File: src/rtl/rmt_recovery_writer_if.sv
// Rename-map-table write sequencer bus: rename updates in, AMT read port, RMT write ports out.
// Optional recover_ident_i exists only when RMT_RECOV_IDENT_EN is defined.
interface rmt_recovery_writer_if #(
  parameter int SRAM_INDEX = 4,
  parameter int SRAM_WIDTH = 8
);
  logic                             recover_i;
`ifdef RMT_RECOV_IDENT_EN
  logic                             recover_ident_i;
`endif
  logic [3:0]                       rn_we_i;
  logic [3:0][SRAM_INDEX-1:0]       rn_addr_i;
  logic [3:0][SRAM_WIDTH-1:0]       rn_data_i;
  logic [3:0][SRAM_INDEX-1:0]       amt_addr_o;
  logic [3:0][SRAM_WIDTH-1:0]       amt_data_i;
  logic [3:0]                       we_o;
  logic [3:0][SRAM_INDEX-1:0]       addr_wr_o;
  logic [3:0][SRAM_WIDTH-1:0]       data_wr_o;
  logic                             busy_o;
  logic                             done_o;
  logic                             stall_o;

  modport slave (
`ifdef RMT_RECOV_IDENT_EN
    input  recover_ident_i,
`endif
    input  recover_i, rn_we_i, rn_addr_i, rn_data_i, amt_data_i,
    output amt_addr_o, we_o, addr_wr_o, data_wr_o, busy_o, done_o, stall_o
  );

  modport master (
`ifdef RMT_RECOV_IDENT_EN
    output recover_ident_i,
`endif
    output recover_i, rn_we_i, rn_addr_i, rn_data_i, amt_data_i,
    input  amt_addr_o, we_o, addr_wr_o, data_wr_o, busy_o, done_o, stall_o
  );
endinterface

File: src/rtl/rmt_recovery_writer.sv
// RMT write sequencer: forwards rename writes, or copies the AMT into the RMT 4 entries/cycle on recovery.
// Define RMT_RECOV_IDENT_EN to add recover_ident_i (restore identity map instead of AMT contents).
module rmt_recovery_writer #(
  parameter int SRAM_DEPTH = 16,
  parameter int SRAM_INDEX = 4,
  parameter int SRAM_WIDTH = 8
) (
  input  logic                 clk,
  input  logic                 reset,
  rmt_recovery_writer_if.slave bus
);
  localparam int NUM_PORTS = 4;
  localparam logic [SRAM_INDEX-1:0] LAST_PTR = SRAM_INDEX'(SRAM_DEPTH - NUM_PORTS);
  localparam logic [SRAM_INDEX-1:0] PTR_STEP = SRAM_INDEX'(NUM_PORTS);

  typedef enum logic [1:0] {IDLE, COPY, DONE} state_t;

  state_t                                  r_state;
  logic [SRAM_INDEX-1:0]                   r_ptr;
  logic                                    r_busy;
  logic                                    r_done;
  logic [NUM_PORTS-1:0]                    r_we;
  logic [NUM_PORTS-1:0][SRAM_INDEX-1:0]    r_addr;
  logic [NUM_PORTS-1:0][SRAM_WIDTH-1:0]    r_data;
  logic [NUM_PORTS-1:0][SRAM_INDEX-1:0]    w_grp_addr;
  logic [NUM_PORTS-1:0][SRAM_WIDTH-1:0]    w_grp_data;
  logic                                    w_ident;

`ifdef RMT_RECOV_IDENT_EN
  logic r_ident;
  assign w_ident = r_ident;
`else
  assign w_ident = 1'b0;
`endif

  // Port k always owns entry ptr+k, so a recovery group never self-collides.
  for (genvar k = 0; k < NUM_PORTS; k++) begin : g_lane
    assign w_grp_addr[k] = r_ptr + SRAM_INDEX'(k);
    assign w_grp_data[k] = w_ident ? SRAM_WIDTH'(w_grp_addr[k]) : bus.amt_data_i[k];
  end

  assign bus.amt_addr_o = (r_state == COPY) ? w_grp_addr : '0;
  assign bus.we_o       = r_we;
  assign bus.addr_wr_o  = r_addr;
  assign bus.data_wr_o  = r_data;
  assign bus.busy_o     = r_busy;
  assign bus.done_o     = r_done;
  assign bus.stall_o    = r_busy | bus.recover_i;

  always_ff @(posedge clk) begin
    if (reset) begin
      r_state <= IDLE;
      r_ptr   <= '0;
      r_busy  <= 1'b0;
      r_done  <= 1'b0;
      r_we    <= '0;
      r_addr  <= '0;
      r_data  <= '0;
`ifdef RMT_RECOV_IDENT_EN
      r_ident <= 1'b0;
`endif
    end else begin
      r_done <= 1'b0;
`ifdef RMT_RECOV_IDENT_EN
      // Every recover_i is an entry or restart; mode is latched for the whole run.
      if (bus.recover_i) r_ident <= bus.recover_ident_i;
`endif
      case (r_state)
        IDLE: begin
          if (bus.recover_i) begin
            r_state <= COPY;
            r_ptr   <= '0;
            r_busy  <= 1'b1;
            r_we    <= '0;
          end else begin
            r_we   <= bus.rn_we_i;
            r_addr <= bus.rn_addr_i;
            r_data <= bus.rn_data_i;
          end
        end
        COPY: begin
          r_we   <= '1;
          r_addr <= w_grp_addr;
          r_data <= w_grp_data;
          // Restart takes priority over finishing; the group just read still issues.
          if (bus.recover_i) begin
            r_ptr <= '0;
          end else if (r_ptr == LAST_PTR) begin
            r_state <= DONE;
            r_done  <= 1'b1;
          end else begin
            r_ptr <= r_ptr + PTR_STEP;
          end
        end
        DONE: begin
          r_we  <= '0;
          r_ptr <= '0;
          if (bus.recover_i) begin
            r_state <= COPY;
          end else begin
            r_state <= IDLE;
            r_busy  <= 1'b0;
          end
        end
        default: begin
          r_state <= IDLE;
          r_busy  <= 1'b0;
          r_we    <= '0;
        end
      endcase
    end
  end
endmodule

File: src/flat_wrapper.sv
// flat-port wrapper written by rule: the top's interface ports become plain ports
module rmt_recovery_writer_flat 
#(
  parameter int SRAM_DEPTH = 16,
  parameter int SRAM_INDEX = 4,
  parameter int SRAM_WIDTH = 8
)
  (clk, reset, bus_recover_i, bus_rn_we_i, bus_rn_addr_i, bus_rn_data_i, bus_amt_data_i, bus_amt_addr_o, bus_we_o, bus_addr_wr_o, bus_data_wr_o, bus_busy_o, bus_done_o, bus_stall_o);
  rmt_recovery_writer_if #(.SRAM_INDEX(SRAM_INDEX), .SRAM_WIDTH(SRAM_WIDTH)) bus_i ();
  input  logic clk;
  input  logic reset;
  input wire logic [$bits(bus_i.recover_i)-1:0] bus_recover_i;
  input wire logic [$bits(bus_i.rn_we_i)-1:0] bus_rn_we_i;
  input wire logic [$bits(bus_i.rn_addr_i)-1:0] bus_rn_addr_i;
  input wire logic [$bits(bus_i.rn_data_i)-1:0] bus_rn_data_i;
  input wire logic [$bits(bus_i.amt_data_i)-1:0] bus_amt_data_i;
  output wire logic [$bits(bus_i.amt_addr_o)-1:0] bus_amt_addr_o;
  output wire logic [$bits(bus_i.we_o)-1:0] bus_we_o;
  output wire logic [$bits(bus_i.addr_wr_o)-1:0] bus_addr_wr_o;
  output wire logic [$bits(bus_i.data_wr_o)-1:0] bus_data_wr_o;
  output wire logic [$bits(bus_i.busy_o)-1:0] bus_busy_o;
  output wire logic [$bits(bus_i.done_o)-1:0] bus_done_o;
  output wire logic [$bits(bus_i.stall_o)-1:0] bus_stall_o;
  assign bus_i.recover_i = bus_recover_i;
  assign bus_i.rn_we_i = bus_rn_we_i;
  assign bus_i.rn_addr_i = bus_rn_addr_i;
  assign bus_i.rn_data_i = bus_rn_data_i;
  assign bus_i.amt_data_i = bus_amt_data_i;
  assign bus_amt_addr_o = bus_i.amt_addr_o;
  assign bus_we_o = bus_i.we_o;
  assign bus_addr_wr_o = bus_i.addr_wr_o;
  assign bus_data_wr_o = bus_i.data_wr_o;
  assign bus_busy_o = bus_i.busy_o;
  assign bus_done_o = bus_i.done_o;
  assign bus_stall_o = bus_i.stall_o;
  rmt_recovery_writer #(.SRAM_DEPTH(SRAM_DEPTH), .SRAM_INDEX(SRAM_INDEX), .SRAM_WIDTH(SRAM_WIDTH)) u_core (.clk(clk), .reset(reset), .bus(bus_i));
endmodule
File: config.mk
export PLATFORM = sky130hd
export DESIGN_NAME = rmt_recovery_writer_flat
export DESIGN_NICKNAME = d
export VERILOG_FILES = /design/src/rtl/rmt_recovery_writer_if.sv /design/src/rtl/rmt_recovery_writer.sv /design/src/flat_wrapper.sv
export SDC_FILE = /design/constraint.sdc
export NUM_CORES = 1
export LEC_CHECK = 0
export ABC_AREA = 1
export ABC_CLOCK_PERIOD_IN_PS = 1500
export CAP_MARGIN = 5
export CORE_ASPECT_RATIO = 0.75
export CORE_MARGIN = 2
export CORE_UTILIZATION = 38
export DETAILED_ROUTE_END_ITERATION = 6
export GPL_TIMING_DRIVEN = 0
export PLACE_DENSITY = 0.84
export SETUP_SLACK_MARGIN = 0.3
export SKIP_CTS_REPAIR_TIMING = 1
export SLEW_MARGIN = 15
export SYNTH_ARGS = -nofsm -noshare
export SYNTH_HDL_FRONTEND = slang
export SYNTH_SLANG_ARGS = --single-unit
File: constraint.sdc
create_clock -name clk -period 1.5 [get_ports clk]
set_input_delay 0.15 -clock clk [delete_from_list [all_inputs] [get_ports clk]]
set_output_delay 0.15 -clock clk [all_outputs]
set_load 0.01 [all_outputs]
==> CHANGELOG.md <==
## Flow update

* Status: complete, but fails checks
* Failing checks: setup timing
* FILL cells at 442
* Final hold slack at ~0.10 ns
* MI comb cells at about 280
* Async set-reset flop share out of synthesis at 0%
* Hold Path Origin: reset
* FF-to-FF path depth at 11
* Hold Fails Final Rpt at 0
* RD Place Congestion at roughly 0.80
* Cell Area, Synth at ~2700 µm²
* Cell internal pwr at around 3.2 mW
* TritonCTS clock tree: yes
* CP Cell Sequence: inv_4 > nor2_4 > buf_6 > buf_6 > nand2_4 > inv_4 > buf_4 > buf_6
* MI comb area at roughly 1500 µm²
* XOR Share, Synth at 0%
* Post-synth EDFFs at 0
* Die W at between 100 and 150 µm
* Synth top cells by count: nand2_1 (78), nor2_1 (77), dfxtp_1 (58)
* HP Class: in2reg
* Main synth FF type: dfxtp_1
* Final worst setup slack at -0.1051 ns
* TNS Setup at -0.4685 ns
* Critical R2R Capture: u_core.bus.data_wr_o[27]$_SDFFE_PP0P_
* Top cells by area, synth: dfxtp_1 (42%), nand2_1 (11%), nor2_1 (11%), a21oi_1 (6.0%), buf_4 (5.2%)
* Storage element area at about 1200 µm²
* Vias in the first global route at just under 3000
* Chip height at around 78 µm
* Initial antenna violation count at 0
* Post-route ant nets at 0
* Largest class: non-clock buffers
* Reg power frac at 39.0%
* M2 GR Usage at 36.91%
* Flop share of the area at approximately a fifth
* Yosys stat area at about 2700 µm²
* WP data arrival at 1.46 ns
* Total number of vias at around 3300
* CP max FO at 4
* Stages on the worst setup path at 8
* P_sw at 1.351 mW
* Crit-path slowest cell: dfxtp_4
* CLK BUF at 12
* Largest register FFs at 32
* Most frequent cells in the layout: clkdlybuf4s50_1 (84), nand2_1 (68), nor2_1 (65), dlymetal6s2s_1 (56), dfxtp_1 (53)
* Flop-to-flop setup slack at around 0.03 ns
* Area leader share at between 40% and 50%
* Synth Area per Inst at between 6 and 7 µm²
* Core Util at FP at 39.86%
* Yosys cell types at 23
* Count of pins over their slew limit at 0
* Tap cells at approximately 100
* Gr usage total at ~22%
* Peak VDD IR at 0.6036 mV
* Top cell excl fill/tap: clkdlybuf4s50_1
* Period utilization at 107.0%
* Share of cells above drive strength 1 at between 20% and 30%
* Final WL at ~10000 µm
* # DRC at 0
* Comb area share at about 28%
* Max Freq at 623.0 MHz
* Comb pwr share at around a third
* End of the critical path: bus_amt_addr_o[14]
* Synth area leader: dfxtp_1
* Fin nets at approximately 680
* Adder share at 0.9103%
* Ant diodes at 0
* Worst setup path start: u_core.r_state[0]$_SDFFE_PP0P_
* Worst-Margin Slew at 0.7141 ns
* Synth Register Bits at between 50 and 60
* Sequential cell count at 58
* Static Leak at around 3.2 nW
* Placed cell count at about 650
* Crit end category: primary output
* Clk latency late pin at approximately 0.33 ns
* NonClk Buf Share at 42.48%
* Rel. slew slack at between 50 and 60%
* Signal buffers at 211
* Worst R2R Start: u_core.r_state[0]$_SDFFE_PP0P_
* CORE AREA at about 7000 µm²
* Initial detailed-routing violation count at 145
* Log Warnings at 29
* Sw frac at 29.60%
* Drt pass-1 iters at 4
* Input/output buffers at between 150 and 200
* Setup Skew at 0.004554 ns
* Floorplan row count at 26
* Die Size at between 7000 and 8000 µm²
* Global-route wire length before repair at 13440 µm
* Aoi share at roughly 15%
* Final Non-Filler Cells at approximately 700
* Max incr delay on CP at 0.37 ns
* Tmin final at between 1.5 and 2 ns
* Root Driver: clkbuf_8
* Top non-seq family: simple AND/OR/NAND/NOR gates
* Synth mux share at 0%
* HPWL after DPL at 6482 µm
* Inverters, non-clock at 39
* GRT met1 Usage at 24.47%
* Top cell by count, worst path: buf_6
* Largest net degree at the start of global routing at 11
* Cell total in the yosys stat output at about 400
* Crit Path Class: reg2out
* RSZ-0062 raised after global routing: yes
* Via density at between 4 and 5
* Worst hold stages at 2
* Clk tree area frac at roughly 3.1%
* CTS Buf Count at 9
* Wire per inst at ~15 µm
* Syn. warnings at 0
* H-tree depth at 3
* Buffers plus inverters on the worst setup path at 6
* Sequential cell area fraction in the yosys report at a little over two fifths
* Total power after layout at between 4 and 5 mW
* Clock share of power at a little over a quarter
* CP Launch Type: flip-flop
* Synth Area in Simple Gates at a little under 30%
* Syn-to-layout area delta at 100.9%
* PwrDens at around 830 nW/µm²
* Clock sinks at 58
* Hold Path End: u_core.bus.addr_wr_o[5]$_SDFFE_PP0P_
* Cell with the most instances after synthesis: nand2_1
* CP required at 1.35 ns
* Boundary Pins at around 160
* Clock-pin slew on the worst setup and hold paths at 0.06 ns
* # setup viols final at 7
* Synth Instances at roughly 400
* Max cap viols at 0
* CP delay by family, top: buffers and inverters
==> metrics by stage <==
stage | worst slack, ns | cell area (µm²)
finish | -0.1051 | 5523
global route | -0.1550 | 5523
CTS | -0.5906 | 4577
detailed placement | -0.2211 | 4407
global placement | -0.2016 | 4407
floorplan | 0.3460 | 2763
==> power by group through the flow <==
stage | Sequential, mW | Clock, mW | Combinational [mW]
2_1_floorplan | 1.85 | 0 | 0.464
3_3_place_gp | 1.78 | 0 | 1.16
3_5_place_dp | 1.79 | 0 | 1.18
4_1_cts | 1.76 | 1.28 | 1.19
5_1_grt | 1.80 | 1.34 | 1.64
6_report | 1.78 | 1.25 | 1.53
==> layer usage <==
metal | wire [µm] | up-vias
met3 | 916 | 17
met1 | 4155 | 1511
li1 | - | 1613
met2 | 5019 | 125
met5 | 0 | -
met4 | 175 | 0
Fig. 1: congestion heat map
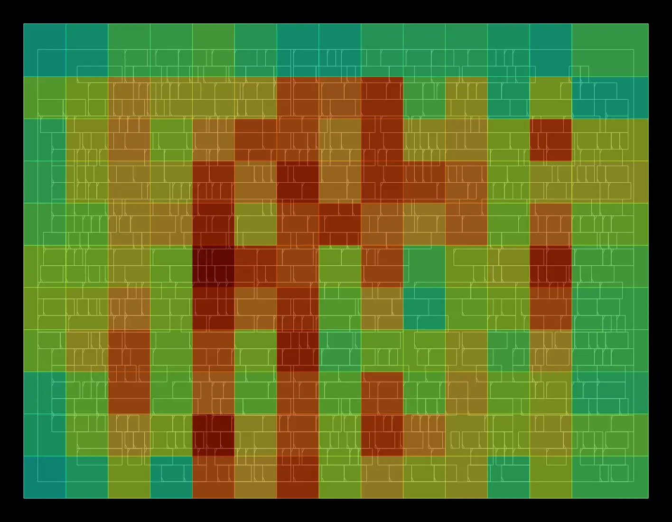
busiest grt layer: met2
GRT met3 Usage: 8.288%
fin util: 80.08%

Fig. 2: M3 wires
(4 px per µm)
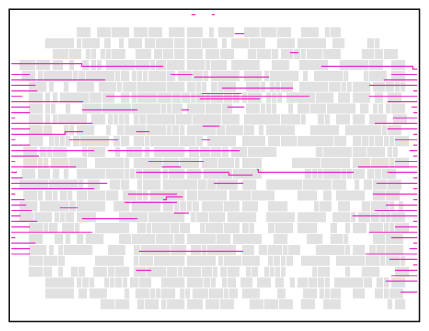
nets with wire on the layer = 97
main direction = horizontal
longest straight run = 50.6 µm
wire length on this layer = 917 µm
share of all routed wire = 8.9%

Power and IR drop assume default switching activity.
